===== src/rtl/lcd_sequencer.sv =====
// HD44780-style LCD write sequencer: power-on init sequence, then single-byte
// command/data transfers with a registered E strobe and per-command busy delays.
module lcd_sequencer #(
  parameter int unsigned CLOCK        = 50000000,
  parameter logic [7:0]  FUNCTION_SET = 8'h38,
  parameter logic [7:0]  ENTRY_MODE   = 8'h06,
  parameter logic [7:0]  DISPLAY_ON   = 8'h0C
) (
  input  logic       i_clk,
  input  logic       i_rst_n,
  input  logic       i_valid,
  input  logic       i_rs,
  input  logic [7:0] i_data,
  output logic       o_ready,
  output logic       o_init_done,
  output logic       o_lcd_rs,
  output logic       o_lcd_rw,
  output logic [7:0] o_lcd_data,
  output logic       o_lcd_e
);

  // Cycle count for CLOCK*num/den seconds, truncated, never below 1.
  function automatic int unsigned dly(input longint unsigned clk_hz,
                                      input longint unsigned num,
                                      input longint unsigned den);
    longint unsigned v;
    v = (clk_hz * num) / den;
    return (v == 64'd0) ? 32'd1 : v[31:0];
  endfunction

  localparam int unsigned T15   = dly(CLOCK, 15, 1000);
  localparam int unsigned T4100 = dly(CLOCK, 41, 10000);
  localparam int unsigned T100  = dly(CLOCK, 1, 10000);
  localparam int unsigned T37   = dly(CLOCK, 37, 1000000);
  localparam int unsigned T1530 = dly(CLOCK, 153, 100000);
  localparam int unsigned TMAX  = (T15 > T1530) ? T15 : T1530;
  localparam int          CW    = $clog2(TMAX + 1);

  typedef enum logic [2:0] {
    POWER_WAIT, LOAD, SETUP, PULSE, HOLD, WAIT, IDLE
  } state_t;

  state_t        state, state_d;
  logic [CW-1:0] cnt, cnt_d;
  logic [CW-1:0] wait_m1, wait_m1_d;
  logic [2:0]    idx, idx_d;
  logic          rs, rs_d;
  logic [7:0]    data, data_d;
  logic          init_done, init_done_d;
  logic          e, e_d;

  logic [2:0]    rom_sel;
  logic [7:0]    rom_byte;
  logic [CW-1:0] rom_wait_m1;
  logic          long_cmd;

  // The next init byte is looked up directly, so LOAD never costs a cycle.
  assign rom_sel = (state == POWER_WAIT) ? 3'd0 : idx + 3'd1;

  always_comb begin
    rom_byte    = DISPLAY_ON;
    rom_wait_m1 = CW'(T37 - 1);
    case (rom_sel)
      3'd0: begin rom_byte = 8'h30;        rom_wait_m1 = CW'(T4100 - 1); end
      3'd1: begin rom_byte = 8'h30;        rom_wait_m1 = CW'(T100 - 1);  end
      3'd2: begin rom_byte = 8'h30;        rom_wait_m1 = CW'(T37 - 1);   end
      3'd3: begin rom_byte = FUNCTION_SET; rom_wait_m1 = CW'(T37 - 1);   end
      3'd4: begin rom_byte = 8'h08;        rom_wait_m1 = CW'(T37 - 1);   end
      3'd5: begin rom_byte = 8'h01;        rom_wait_m1 = CW'(T1530 - 1); end
      3'd6: begin rom_byte = ENTRY_MODE;   rom_wait_m1 = CW'(T37 - 1);   end
      default: begin rom_byte = DISPLAY_ON; rom_wait_m1 = CW'(T37 - 1);  end
    endcase
  end

  // Clear display (0x01) and return home (0x02/0x03) need the long busy time.
  assign long_cmd = !i_rs && (((i_data[7:1] == 7'd0) && i_data[0]) ||
                              (i_data[7:1] == 7'd1));

  always_comb begin
    state_d     = state;
    cnt_d       = cnt;
    wait_m1_d   = wait_m1;
    idx_d       = idx;
    rs_d        = rs;
    data_d      = data;
    init_done_d = init_done;
    case (state)
      POWER_WAIT, WAIT: begin
        if (cnt == ((state == POWER_WAIT) ? CW'(T15 - 1) : wait_m1)) begin
          cnt_d = '0;
          if (state == POWER_WAIT || (!init_done && idx != 3'd7)) begin
            state_d   = SETUP;
            idx_d     = rom_sel;
            rs_d      = 1'b0;
            data_d    = rom_byte;
            wait_m1_d = rom_wait_m1;
          end else begin
            state_d     = IDLE;
            init_done_d = 1'b1;
          end
        end else begin
          cnt_d = cnt + CW'(1);
        end
      end
      SETUP: state_d = PULSE;
      PULSE: state_d = HOLD;
      HOLD: begin
        state_d = WAIT;
        cnt_d   = '0;
      end
      IDLE: begin
        if (i_valid) begin
          state_d   = SETUP;
          rs_d      = i_rs;
          data_d    = i_data;
          wait_m1_d = long_cmd ? CW'(T1530 - 1) : CW'(T37 - 1);
        end
      end
      default: state_d = POWER_WAIT;
    endcase
    e_d = (state_d == PULSE);
  end

  always_ff @(posedge i_clk or negedge i_rst_n) begin
    if (!i_rst_n) begin
      state     <= POWER_WAIT;
      cnt       <= '0;
      wait_m1   <= '0;
      idx       <= '0;
      rs        <= 1'b0;
      data      <= '0;
      init_done <= 1'b0;
      e         <= 1'b0;
    end else begin
      state     <= state_d;
      cnt       <= cnt_d;
      wait_m1   <= wait_m1_d;
      idx       <= idx_d;
      rs        <= rs_d;
      data      <= data_d;
      init_done <= init_done_d;
      e         <= e_d;
    end
  end

  assign o_ready     = (state == IDLE);
  assign o_init_done = init_done;
  assign o_lcd_rs    = rs;
  assign o_lcd_rw    = 1'b0;
  assign o_lcd_data  = data;
  assign o_lcd_e     = e;

endmodule


===== config.mk =====
export PLATFORM = sky130hd
export DESIGN_NAME = lcd_sequencer
export DESIGN_NICKNAME = d
export VERILOG_FILES = /design/src/rtl/lcd_sequencer.sv
export SDC_FILE = /design/constraint.sdc
export NUM_CORES = 1
export LEC_CHECK = 0
export CAP_MARGIN = 0
export CORE_MARGIN = 2
export CORE_UTILIZATION = 65
export CTS_BUF_LIST = sky130_fd_sc_hd__clkbuf_8
export DETAILED_ROUTE_END_ITERATION = 8
export PLACE_DENSITY = 0.88
export SYNTH_ARGS = -nofsm -noshare
export SYNTH_HDL_FRONTEND = slang
export SYNTH_SLANG_ARGS = --single-unit

===== constraint.sdc =====
create_clock -name i_clk -period 4.6 [get_ports i_clk]
set_input_delay 0.92 -clock i_clk [delete_from_list [all_inputs] [get_ports i_clk]]
set_output_delay 0.92 -clock i_clk [all_outputs]
set_load 0.005 [all_outputs]

==> summary.txt, run 1 <==
status: complete, no violations
Yosys chip area: 0.00288 mm2
GR Overflow Total: 0
initial antenna violation count: 0
Worst path max stage delay: 0.57 ns
Setup Viol. Count Final: 0
I/O Buffers: 23
Final Skew: 0.0103 ns
P&R area growth vs syn: 10.3%
cells after synthesis: 316
Worst Hold Class: reg2reg
Netlist cell types: 51
Die Ht: 70.6 um
filler instances: 318
Pwr per Cell Area: 223 mW/mm2
register area: 0.00120 mm2
DR iter-0 viols: 295
CTS root buf: clkbuf_8
number of enable flip-flop cells: 0
Final Hold Viols: 0
Internal: 0.551 mW
final-stage net count: 343
Lkg Pwr: 1.50 nW
drt first pass iters: 4
Min Hold Slack: 0.524 ns
ANT nets after route: 0
top cells by count, synth: 48 x dfrtp_1, 37 x nand2_1, 22 x a21oi_1
Sink Count: 48
GPL Wtd Cong: 0.849
Setup TNS: 0 ns
die span in x: 70.6 um
antenna fix cells: 0
Worst setup EP type: primary output
fin crit share: 0.716
Worst Path Arrival: 2.37 ns
# IOs: 25
worst slew pin tran: 1.06 ns
Top cells by area: dfrtp_1 42%, mux2_4 6.2%, nand2_1 4.8%, a31oi_1 3.9%, a21oi_1 3.8%
post-cts sizing count: 0
vias: 2,369
Max Cap Violations: 0
Top cell area share: 0.416
asr flop ratio synth: 1.00
Vias/cell: 6.22
Top FF cell, synth: dfrtp_1
vias in the first global route: 2,322
H-tree lvl count: 2
drt wl/cell: 16.4 um
Synth Seq Share: 0.416
WP buf/inv: 2
FP Core Util: 0.667
family with the most delay on the worst path: buffers and inverters
CTS hold repair buffers: 0
first-pass GRT wire length: 10.8 mm
fraction of layout cells with a size suffix above 1: 0.100
Post-CTS Setup Bufs: 0
peak fanout along the critical path: 13
crit path time final: 3.29 ns
Pins Over Slew Limit: 0
clock share of power: 0.381
VDD IR-drop max: 0.199 mV
CTS tree: done
crit path DRT: 3.68 ns
Comb power frac: 0.026
row cnt: 24
Max Buffers Root-to-Sink: 2
crit path cell chain: nor2b_1 > nand2_1 > inv_1 > clkdlybuf4s50_1
post-synth design cell area: 0.00288 mm2
cell taking the most area after synthesis: dfrtp_1
Crit Path Class: reg2out
Clock transition at path regs: 0.09 ns
RSZ-0062 raised after global routing: no
Sw Share: 0.224
Worst path slowest cell: clkdlybuf4s50_1
clk_lat worst skew: 0.31 ns
Peak Freq: 304 MHz
DR DRC count: 0
YS warnings: 0
die area: 0.00499 mm2
yosys cell count: 316
Log Warnings: 26
sw power: 0.159 mW
crit path launch type: flip-flop
placed wire-length estimate: 4.38 mm
largest net degree at the start of global routing: 49
core area: 0.00432 mm2
## run 1: cells by family after synthesis
| kind of cell | after synthesis | synth area share |
|---|---|---|
| other | 1 | 0.00130 |
| AND/OR/NAND/NOR | 117 | 0.205 |
| AND-OR/OR-AND | 79 | 0.174 |
| flip-flops | 48 | 0.416 |
| buffers and inverters | 35 | 0.0560 |
| adder cells (fa/ha/maj) | 3 | 0.0130 |
| multiplexers | 26 | 0.112 |
| XOR/XNOR | 7 | 0.0213 |
## run 1: flip-flops by register name, summed over array words and instances, names as in the netlist
name	cells
idx	3
cnt	20
o_lcd_data	8
o_lcd_e	1
o_lcd_rs	1
state	3
o_init_done	1
wait_m1	11
## run 1: worst paths after layout
kind                          startpoint             to  slack (ns)  cells after the start
setup / recovery                state[1]        o_ready        1.31                      4
hold / removal             o_lcd_data[0]  o_lcd_data[0]        0.52                      1
setup reg to reg                state[0]  o_lcd_data[1]        1.61                      8
hold reg to reg            o_lcd_data[0]  o_lcd_data[0]        0.52                      1
max in group asynchronous        i_rst_n         cnt[2]        3.14                      1
min in group asynchronous        i_rst_n         cnt[8]        0.78                      1
## run 1: metal layers
layer | share of wire | global-route usage
met2 | 0.50 | 0.458
met3 | 0.040 | 0.0470
met1 | 0.44 | 0.363
met4 | 0.015 | 0.0713
met5 | 0 | 0
## run 1: layout make-up
class                      count  area share
timing repair buffer          25      0.0755
multi-input combinational    233       0.478
clock inverter                 2     0.00472
clock buffer                   6      0.0260
inverter                      15      0.0177
sequential                    48       0.378
tap                           52      0.0204
## run 1: metrics by stage
stage	power [mW]	worst slack, ns	util	cells	instance area [um2]
4_1_cts	0.714	1.35	0.736	381	3180
2_1_floorplan	0.431	2.26	-	316	2880
3_5_place_dp	0.449	1.66	0.713	373	3080
3_3_place_gp	0.449	1.75	0.713	373	3080
5_1_grt	0.736	1.19	0.736	381	3180
6_report	0.711	1.31	0.736	381	3180
## run 1: cells in the final DEF, fill, tap and decap left out, types with 7 or more instances in the layout
| master | count |
|---|---|
| a21oi_1 | 22 |
| nor2b_1 | 7 |
| dfrtp_1 | 48 |
| nand2_1 | 37 |
| mux2_4 | 12 |
| a31oi_1 | 18 |
| inv_1 | 15 |
| nand2b_1 | 8 |
| mux2i_1 | 11 |
| o21ai_0 | 14 |
| clkdlybuf4s50_1 | 22 |
| nand3_1 | 11 |
| nor2_1 | 21 |
## run 1: power by group through the flow
stage / clock (mW) / combinational [mW] / sequential, mW
final: 0.271 / 0.0185 / 0.422
after floorplan: 0 / 0.00124 / 0.430
after global routing: 0.293 / 0.0215 / 0.422
after global placement: 0 / 0.0190 / 0.430
after detailed placement: 0 / 0.0191 / 0.430
after CTS: 0.273 / 0.0191 / 0.422
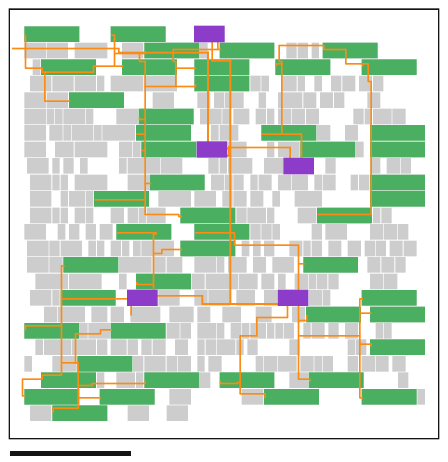
Fig. 1. Clock network drawn from the DEF (run 1).
Bar = 20 um.
[flip-flops] green | count: 48
[clock drivers] purple | count: 5
[clock wires] orange | length: 580 um
routed clock nets: 6

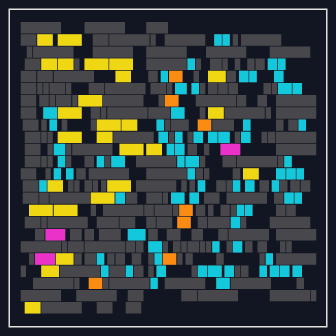
Fig. 2. Gate-type map (run 1).
| family | color | cells | most used |
|---|---|---|---|
| mux cells | yellow | 26 | mux2_4 |
| aoi and oai cells | cyan | 72 | a21oi_1 |
| xor and xnor cells | orange | 7 | xnor2_1 |
| fa/ha/maj cells | magenta | 3 | ha_1 |

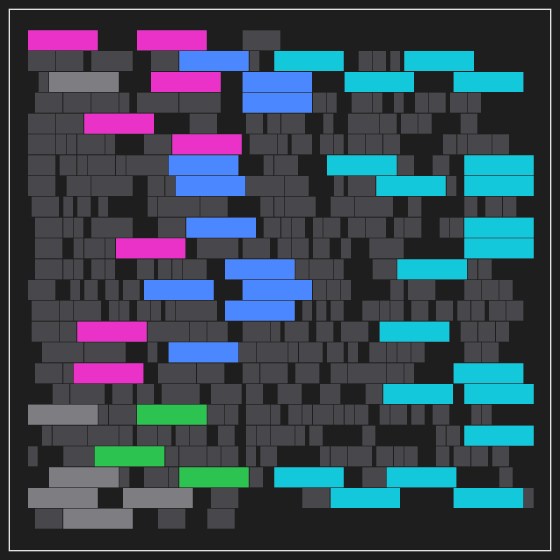
Fig. 3. Register map, names as in the netlist (run 1).
Other sequential cells in the stronger gray, the rest of the logic in the fainter gray.
| signal | color | sequential cells |
|---|---|---|
| `cnt` | cyan | 20 |
| `state` | green | 3 |
| `o_lcd_data` | magenta | 8 |
| `wait_m1` | blue | 11 |

Fig. 4: run 1, the clock network
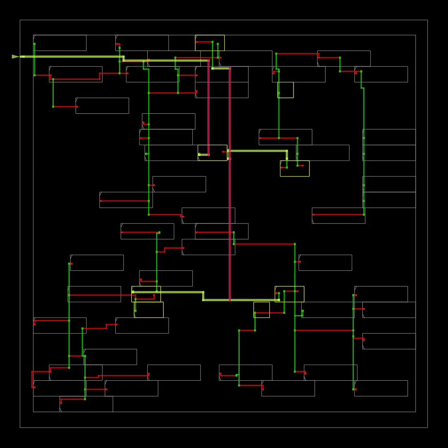

==> run 2: changes to the inputs <==
CORE_UTILIZATION = 60   (was 65)
PLACE_DENSITY = 0.82   (was 0.88)
clock period = 3.4 ns   (was 4.6 ns; I/O delays follow)
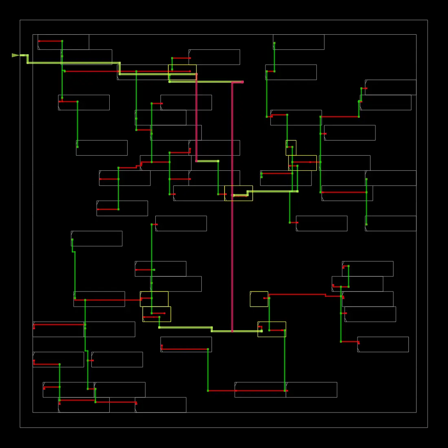
Fig. 5. The clock network (run 2).
Sink Count: 48
Final Skew: 0.00466 ns
P_clk: 0.369 mW
clk_lat worst skew: 0.31 ns

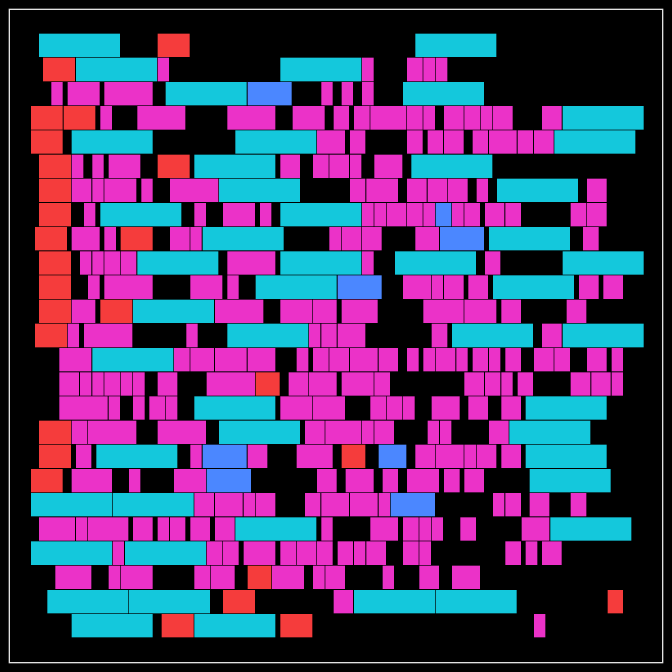
Fig. 6. Cells colored by class (run 2).
| class | color | cells | share of their area |
|---|---|---|---|
| clock drivers and dummy loads | blue | 8 | 3.1% |
| sequential cells | cyan | 48 | 38% |
| remaining buffers and delay cells | red | 26 | 7.9% |
| combinational and other logic | magenta | 248 | 51% |

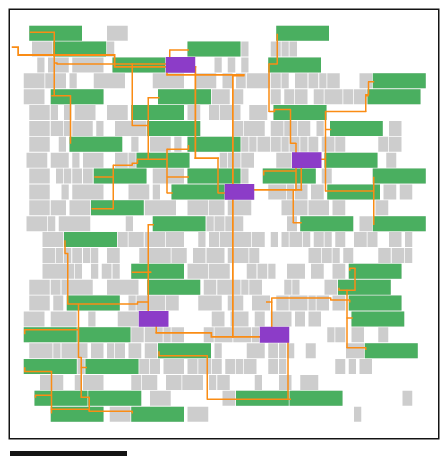
Fig. 7. Clock network drawn from the DEF (run 2).
Bar = 20 um.
[clock drivers] purple | count: 5
[clock wires] orange | length: 585 um
[flip-flops] green | count: 48
routed clock nets: 6

==> run 2 against run 1 <==
Clock skew fell by 0.0056 ns. Largest power group unchanged. Core utilization fell by 5.6 points. Critical path type unchanged. Via count rose by 1.4%.
==> summary.txt, run 2 <==
# IOs: 25
Max Cap Violations: 0
DP Worst Slack: 0.690 ns
vias: 2,402
initial antenna violation count: 0
met2 usage: 0.399
fin util: 0.680
placed cell count: 376
Vias/cell: 6.26
Num CTS Buffers: 5
status: complete, no violations
Peak Freq: 330 MHz
Commonest Layout Cell: dfrtp_1
asr flop ratio synth: 1.00
Top Usage Layer GRT: met2
Slew headroom: 0.277
peak fanout along the critical path: 13
crit path launch type: flip-flop
Top cells by area: dfrtp_1 42%, mux2_4 6.2%, nand2_1 4.8%, a31oi_1 3.9%, a21oi_1 3.8%
Netlist cell types: 51
Synth Seq Share: 0.416
CTS hold repair buffers: 0
Post-CTS Setup Bufs: 0
most frequent cells in the layout: 48 x dfrtp_1, 37 x nand2_1, 22 x a21oi_1, 22 x clkdlybuf4s50_1, 21 x nor2_1
Setup TNS: 0 ns
Lkg Pwr: 1.51 nW
crit path DRT: 2.72 ns
H-tree lvl count: 2
final-stage net count: 344
drt wl/cell: 16.5 um
Yosys chip area: 0.00288 mm2
cells after synthesis: 316
GPL Wtd Cong: 0.812
Final Hold Viols: 0
final WL: 6.32 mm
top cells by count, synth: 48 x dfrtp_1, 37 x nand2_1, 22 x a21oi_1
crit path time final: 3.03 ns
Floorplan Nets: 331
yosys cell count: 316
YS warnings: 0
FP Core Util: 0.615
final worst slack: 0.368 ns
GR Overflow Total: 0
reg2reg start: state[1]
die area: 0.00538 mm2
Worst Hold Class: reg2reg
Post-Syn Area per Cell: 9.13 um2
Worst Path Arrival: 2.35 ns
Top FF cell, synth: dfrtp_1
critical hold path startpoint: wait_m1[11]
Non-Filler Instances: 384
row cnt: 25
Crit Path Class: reg2out
Pins Over Slew Limit: 0
worst slew pin tran: 1.08 ns
fin crit share: 0.892
cell depth of the worst hold path: 1
core area: 0.00469 mm2
RSZ-0062 raised after global routing: no
Log Warnings: 26
number of enable flip-flop cells: 0
Max Buffers Root-to-Sink: 2
Min Hold Slack: 0.528 ns
post-synth design cell area: 0.00288 mm2
met1 usage: 0.351
max FFs per register: 20
post-cts sizing count: 0
reg-to-reg slack, setup: 0.66 ns
P&R area growth vs syn: 10.6%
I/O Buffers: 23
Clock transition at path regs: 0.09 ns
Pwr per Cell Area: 303 mW/mm2
Die Ht: 73.3 um
VDD IR-drop max: 0.197 mV
placed wire-length estimate: 4.39 mm
first-pass GRT wire length: 10.6 mm
vias in the first global route: 2,198
R2R Path End: o_lcd_data[2]
Worst setup EP type: primary output
drt first pass iters: 4
fraction of layout cells with a size suffix above 1: 0.103
CTS tree: done
Total GRT Usage: 0.257
Top cell area share: 0.416
most common cell in the netlist: dfrtp_1
cells on worst reg2reg path: 7
CTS root buf: clkbuf_8
die span in x: 73.3 um
Setup Viol. Count Final: 0
ANT nets after route: 0
hold endpoint: wait_m1[11]
largest net degree at the start of global routing: 49
DR iter-0 viols: 224
Largest Register: cnt
cell taking the most area after synthesis: dfrtp_1
DR DRC count: 0
antenna fix cells: 0
Post-synth regs: 48
met3 usage: 0.0631
-- run 2: metal layers --
metal | wire [um] | vias up | share of wire
li1 | - | 1154 | -
met1 | 2830 | 1158 | 0.45
met2 | 3040 | 80 | 0.48
met3 | 345 | 10 | 0.055
met4 | 105 | 0 | 0.017
met5 | 0 | - | 0
-- run 2: layout make-up --
type | count | area [um2]
clock inverter | 2 | 13.8
inverter | 15 | 56.3
sequential | 48 | 1200
timing repair buffer | 26 | 248
tap | 54 | 67.6
clock buffer | 6 | 82.6
fill | 367 | 1500
multi-input combinational | 233 | 1520
-- run 2: stage by stage --
stage | power, mW | instance area [um2]
CTS | 0.970 | 3190
floorplan | 0.584 | 2880
detailed placement | 0.608 | 3090
global placement | 0.607 | 3090
global route | 0.994 | 3190
finish | 0.965 | 3190
-- run 2: where the power goes --
group / total [mW] / switching, mW / internal, mW
Sequential: 0.570 / 0 / 0.570
Clock: 0.369 / 0.203 / 0.167
Combinational: 0.0255 / 0.0146 / 0.0109
-- run 2: worst max path at each step --
stage,startpoint,endpoint,slack (ns)
finish,state[1],o_ready,0.37
global route,state[1],o_ready,0.22
CTS,state[1],o_ready,0.39
detailed placement,state[0],o_lcd_data[2],0.69
global placement,state[1],o_lcd_data[0],0.75
floorplan,state[1],o_lcd_data[0],1.08
-- run 2: worst max-delay path, stage by stage, from the launching register on --
cell and delay, ns:
dfrtp_1 0.57, nor2b_1 0.34, nand2_1 0.26, inv_1 0.30, clkdlybuf4s50_1 0.56
-- run 2: cells by family (layout without fill, tap and decap cells) --
| family | after synthesis | count (layout) | share of synthesized area |
|---|---|---|---|
| multiplexers | 26 | 26 | 0.112 |
| AND-OR/OR-AND | 79 | 79 | 0.174 |
| other | 1 | 1 | 0.00130 |
| AND/OR/NAND/NOR | 117 | 117 | 0.205 |
| buffers and inverters | 35 | 49 | 0.0560 |
| adder cells (fa/ha/maj) | 3 | 3 | 0.0130 |
| flip-flops | 48 | 48 | 0.416 |
| XOR/XNOR | 7 | 7 | 0.0213 |
Power figures rest on the tool's default switching activity, not on a simulated workload.
